**Floorplan with the power grid**

(6 px per um) Pins as bars on the die edge. Tap cells in grey.
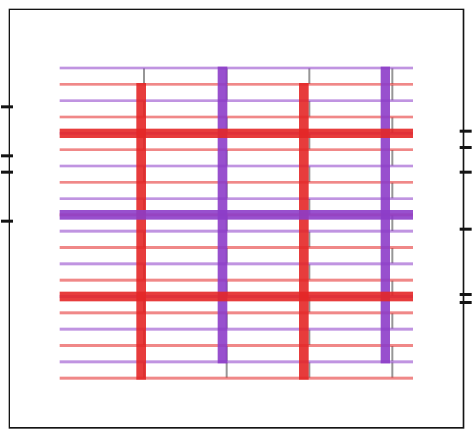
**Clock wires, drivers and flops**

(4 px per um)
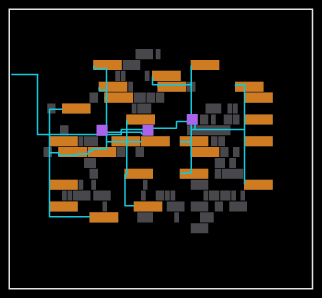
--- config.mk ---
export PLATFORM = sky130hd
export DESIGN_NAME = sr_cmd_conditioner
export DESIGN_NICKNAME = d
export VERILOG_FILES = /design/src/rtl/sr_pkg.sv /design/src/rtl/sr_debounce.sv /design/src/rtl/sr_cmd_conditioner.sv
export SDC_FILE = /design/constraint.sdc
export NUM_CORES = 1
export LEC_CHECK = 0
export CORE_ASPECT_RATIO = 0.9
export CORE_MARGIN = 8
export CORE_UTILIZATION = 30
export DETAILED_ROUTE_END_ITERATION = 10
export DONT_BUFFER_PORTS = 1
export PLACE_DENSITY_LB_ADDON = 0.2
export SYNTH_ARGS = -nofsm -noshare
export SYNTH_HDL_FRONTEND = slang
export SYNTH_SLANG_ARGS = --single-unit
--- constraint.sdc ---
create_clock -name clk -period 3.4 [get_ports clk]
set_input_delay 0.68 -clock clk [delete_from_list [all_inputs] [get_ports clk]]
set_output_delay 0.68 -clock clk [all_outputs]
set_load 0.02 [all_outputs]
--- src/rtl/sr_pkg.sv ---
// Shared definitions for the SR command conditioner: FSM state encoding and
// the values of the simultaneous-request priority selector.
package sr_pkg;

    typedef enum logic [1:0] {
        IDLE    = 2'd0,
        ISSUE   = 2'd1,
        LOCKOUT = 2'd2
    } sr_state_e;

    localparam bit PRIORITY_RESET_WINS = 1'b1;
    localparam bit PRIORITY_SET_WINS   = 1'b0;

endpackage

--- src/rtl/sr_debounce.sv ---
// One request channel: two-flop synchroniser, stability debouncer and a
// registered rising-edge detector on the debounced level.
module sr_debounce #(
    parameter int DEBOUNCE_CYCLES = 4
) (
    input  logic clk,
    input  logic rst,
    input  logic i_raw,
    output logic o_rise
);

    localparam int CW = $clog2(DEBOUNCE_CYCLES + 1);
    localparam logic [CW-1:0] CNT_LAST = CW'(DEBOUNCE_CYCLES - 1);

    logic          r_sync1;
    logic          r_sync2;
    logic          r_level;
    logic          r_level_d;
    logic          r_rise;
    logic [CW-1:0] r_cnt;

    always_ff @(posedge clk) begin
        if (rst) begin
            r_sync1   <= 1'b0;
            r_sync2   <= 1'b0;
            r_level   <= 1'b0;
            r_level_d <= 1'b0;
            r_rise    <= 1'b0;
            r_cnt     <= '0;
        end else begin
            r_sync1   <= i_raw;
            r_sync2   <= r_sync1;
            // The level flips on the DEBOUNCE_CYCLES-th consecutive disagreeing cycle.
            if (r_sync2 == r_level) begin
                r_cnt <= '0;
            end else if (r_cnt == CNT_LAST) begin
                r_level <= ~r_level;
                r_cnt   <= '0;
            end else begin
                r_cnt <= r_cnt + 1'b1;
            end
            r_level_d <= r_level;
            r_rise    <= r_level & ~r_level_d;
        end
    end

    assign o_rise = r_rise;

endmodule

--- src/rtl/sr_cmd_conditioner.sv ---
// Conditions raw set/reset requests into clean, mutually exclusive one-cycle
// S/R pulses with a post-pulse lockout and single-deep per-channel pending.
module sr_cmd_conditioner import sr_pkg::*; #(
    parameter int DEBOUNCE_CYCLES = 4,
    parameter int LOCKOUT_CYCLES  = 2,
    parameter bit PRIORITY_RESET  = 1'b1
) (
    input  logic      clk,
    input  logic      rst,
    input  logic      set_raw,
    input  logic      reset_raw,
    output logic      s_out,
    output logic      r_out,
    output logic      conflict,
    output logic      busy,
    output sr_state_e dbg_state
);

    localparam int LW = (LOCKOUT_CYCLES > 1) ? $clog2(LOCKOUT_CYCLES + 1) : 1;
    localparam logic [LW-1:0] LOCK_LOAD = LW'(LOCKOUT_CYCLES);
    localparam logic [LW-1:0] LOCK_ONE  = LW'(1);

    logic      w_set_rise;
    logic      w_reset_rise;

    sr_state_e r_state;
    sr_state_e w_state_nxt;
    logic [LW-1:0] r_lock_cnt;
    logic [LW-1:0] w_lock_cnt_nxt;
    logic      r_pend_set;
    logic      r_pend_reset;
    logic      w_pend_set_nxt;
    logic      w_pend_reset_nxt;
    logic      w_s_nxt;
    logic      w_r_nxt;
    logic      w_conflict_nxt;
    logic      w_want_set;
    logic      w_want_reset;
    logic      w_can_issue;

    sr_debounce #(.DEBOUNCE_CYCLES(DEBOUNCE_CYCLES)) u_db_set (
        .clk    (clk),
        .rst    (rst),
        .i_raw  (set_raw),
        .o_rise (w_set_rise)
    );

    sr_debounce #(.DEBOUNCE_CYCLES(DEBOUNCE_CYCLES)) u_db_reset (
        .clk    (clk),
        .rst    (rst),
        .i_raw  (reset_raw),
        .o_rise (w_reset_rise)
    );

    assign w_want_set   = w_set_rise   | r_pend_set;
    assign w_want_reset = w_reset_rise | r_pend_reset;

    // The last lockout cycle arbitrates like IDLE so a pending request is
    // served exactly LOCKOUT_CYCLES+1 cycles after the previous pulse.
    assign w_can_issue = (r_state == IDLE) ||
                         ((r_state == LOCKOUT) && (r_lock_cnt == LOCK_ONE)) ||
                         ((r_state == ISSUE) && (LOCKOUT_CYCLES == 0));

    always_comb begin
        w_state_nxt      = r_state;
        w_lock_cnt_nxt   = r_lock_cnt;
        w_pend_set_nxt   = r_pend_set   | w_set_rise;
        w_pend_reset_nxt = r_pend_reset | w_reset_rise;
        w_s_nxt          = 1'b0;
        w_r_nxt          = 1'b0;
        w_conflict_nxt   = 1'b0;

        case (r_state)
            IDLE: begin
            end
            ISSUE: begin
                if (LOCKOUT_CYCLES > 0) begin
                    w_state_nxt    = LOCKOUT;
                    w_lock_cnt_nxt = LOCK_LOAD;
                end else begin
                    w_state_nxt = IDLE;
                end
            end
            LOCKOUT: begin
                w_lock_cnt_nxt = r_lock_cnt - 1'b1;
                if (r_lock_cnt == LOCK_ONE) begin
                    w_state_nxt = IDLE;
                end
            end
            default: w_state_nxt = IDLE;
        endcase

        if (w_can_issue && (w_want_set || w_want_reset)) begin
            w_state_nxt      = ISSUE;
            w_pend_set_nxt   = 1'b0;
            w_pend_reset_nxt = 1'b0;
            if (w_want_set && w_want_reset) begin
                w_conflict_nxt = 1'b1;
                if (PRIORITY_RESET == PRIORITY_RESET_WINS) begin
                    w_r_nxt = 1'b1;
                end else begin
                    w_s_nxt = 1'b1;
                end
            end else if (w_want_set) begin
                w_s_nxt = 1'b1;
            end else begin
                w_r_nxt = 1'b1;
            end
        end
    end

    always_ff @(posedge clk) begin
        if (rst) begin
            r_state      <= IDLE;
            r_lock_cnt   <= '0;
            r_pend_set   <= 1'b0;
            r_pend_reset <= 1'b0;
            s_out        <= 1'b0;
            r_out        <= 1'b0;
            conflict     <= 1'b0;
            busy         <= 1'b0;
        end else begin
            r_state      <= w_state_nxt;
            r_lock_cnt   <= w_lock_cnt_nxt;
            r_pend_set   <= w_pend_set_nxt;
            r_pend_reset <= w_pend_reset_nxt;
            s_out        <= w_s_nxt;
            r_out        <= w_r_nxt;
            conflict     <= w_conflict_nxt;
            busy         <= (w_state_nxt != IDLE);
        end
    end

    assign dbg_state = r_state;

endmodule

==> notes.md <==
The flow ran to the end, and the final reports show no timing, DRC or antenna violations. The time the final worst path needs with I/O delays and setup was 1.63 ns. Post-CTS repair ended up resizing 0 cells.

With the maximum level of the CTS H-tree at 1, the power attributed to the clock group is 0.000203 W. With the max-capacitance violation count at 0, the total length of routed met3 wires is 100 um. For the worst hold margin, the log shows 0.389 ns. The layout has 7 inverters outside the clock class. The number of inserted filler cells in the final layout came out at 342. The tools report the global placer's final weighted congestion as 0.775. The data arrival time of the critical path is 1.84 ns. For reference, the top cells by area after synthesis are sky130_fd_sc_hd__dfxtp_1 (55%), sky130_fd_sc_hd__ha_1 (12%), sky130_fd_sc_hd__nor2b_1 (5.9%). With the layout overhead on the synthesized area at 10.6%, the fraction of power spent switching nets is 16.9%. The number of vias per cell after detailed routing was 4.26; the part of the Yosys area used for sequential elements was 54.5%. With the summed standard-cell area reported by yosys at 955 sq um, the proportion of synthesized area in mux cells is 3.28%. The run gives 0 for the number of post-CTS setup repair buffers. Total power for the finished layout comes to 0.000517 W. On met3, the global router reports a usage of 3.61%.

For the number of detailed-route iterations in the first pass, the log shows 3. The setup slack after placement was 1.78 ns. The critical path in this run is classified as flip-flop to flip-flop. Inserted tap cell count: 42. Pins over their slew limit in the final report were tallied at 0.

In this run the worst hold path is classified as flip-flop to flip-flop. With the net count of the mapped netlist at 104, the floorplan core area is 0.00304 sq mm. The report shows a maximum critical-path fanout of 7. With the share of the final layout cell area in multi-input gates at 38.3%, the standby leakage power is 0.396 nW. Uppermost signal routing layer after detailed routing: met4. Sequential cells burn 59.7% of the power.

The count of hold-fix buffers inserted at cts came out at 0. The number of global-route vias before repair was 591; the clock transition at the registers of the reported paths was 0.14 ns. CTS sink count: 26. The script parses the final routing iteration and logs DRC violations as 0. The number of buffers inserted by port buffering works out to 0. The slowest cell on the critical path is sky130_fd_sc_hd__dfxtp_1. The cell area that synthesis handed to floorplanning was 955 sq um. Cell area after layout: 0.00106 sq mm. The cell count after synthesis was 91; the slew of the pin with the lowest slew margin was 0.447 ns. Clock tree buffers and inverters occupy 4.98% of the routed design's cell area. TritonCTS built the clock tree. Per the summary, power density relative to cell area is 490 mW/mm^2.

The sum of overflow across all layers after global routing came out at 0. The logs give 612 MHz for the maximum clock frequency and 10 for the number of primary I/O pins. Initial standard-cell utilization of the core: 31.4%. The synthesized netlist devotes 1.83% of its cell area to XOR and XNOR gates.

In the final layout, the share of cells above drive strength 1 is 7.45%. Setup slack on the worst reg-to-reg path comes out at 1.77 ns. Combinational cells account for 1.0% of the total power. In this run the clock root is driven by a sky130_fd_sc_hd__clkbuf_4.

The critical path startpoint category is a flip-flop. Setup repair after global routing left no endpoint under its margin. The final hold violation count recorded for this run is 0. The vertical die dimension reported for this design is 69.5 um. The most frequently used cell type in the post-synthesis netlist is sky130_fd_sc_hd__dfxtp_1. For met2 alone, demand over resource in global routing was 9.40%. The most used flip-flop cell after synthesis is sky130_fd_sc_hd__dfxtp_1. The stage-log warning count works out to 29. The run gives 1.77 ns as the worst setup slack after layout. According to the cell report, the number of logic gates is 57. The number of antenna violations at the first check in global routing came out at 0. The synthesized design spends more area on one cell type than any other, namely sky130_fd_sc_hd__dfxtp_1. The run gives 520 sq um for the register cell area after layout. Leaving out fill and tap cells, the most frequent cells in the layout are sky130_fd_sc_hd__dfxtp_1 (26), sky130_fd_sc_hd__nor2_1 (14), sky130_fd_sc_hd__nor2b_1 (9), sky130_fd_sc_hd__ha_1 (9), sky130_fd_sc_hd__inv_1 (7). For the starting DRC count in detailed routing, the log shows 9.

The synthesized netlist was found by Yosys to have 91 cells. After detailed routing, the met2 layer carries 575 um of wire. Summing the areas of all compound-gate instances in the mapped netlist gives 6.16% of the synthesized area.

The area fraction of the largest cell type after synthesis is 54.5%. The kind of end point of the critical path is a flip-flop. The first global-routing pass estimated 2.43 mm of wire. For met1 alone, demand over resource in global routing was 6.36%. The total negative slack is 0 ns, and the share of the cycle needed by the critical path after routing is 48.1%.

Per STA, the highest per-stage delay on the worst path measures 0.60 ns. The cell count after placement came out at 132. The run gives 580 for the via total after detailed routing.
-- 'floorplan with the power grid' (at the start) --
legend:
  VDD:
    colour: purple
  VSS:
    colour: red
met4 straps: 4
met5 straps: 3

-- 'clock wires, drivers and flops' (at the start) --
legend:
  clock drivers:
    colour: purple
    count: 3
  flip-flops:
    colour: orange
    count: 26
  clock wires:
    colour: cyan
    length: 277 um
routed clock nets: 4

[registers in the layout (all words and copies together), names as in the netlist, 2 cells and up]
name and count:
u_db_reset.r_cnt 3, u_db_set.r_cnt 3, r_lock_cnt 2, dbg_state 2
[path summary, 6_finish.rpt]
kind                                    startpoint  depth (start not counted)              end
worst max-delay path                  dbg_state[0]                          5             busy
worst min-delay path            u_db_set.r_level_d                          1  u_db_set.o_rise
worst min register to register  u_db_set.r_level_d                          1  u_db_set.o_rise
worst max register to register        dbg_state[0]                          5             busy
[critical path, delay by kind of cell (launching register included)]
family                     cells  cell delay (ns)
AOI/OAI and AO/OA              3             0.52
adders and majority gates      1             0.26
buffers and inverters          1             0.15
DFF                            1             0.60
Power and IR drop assume default switching activity.
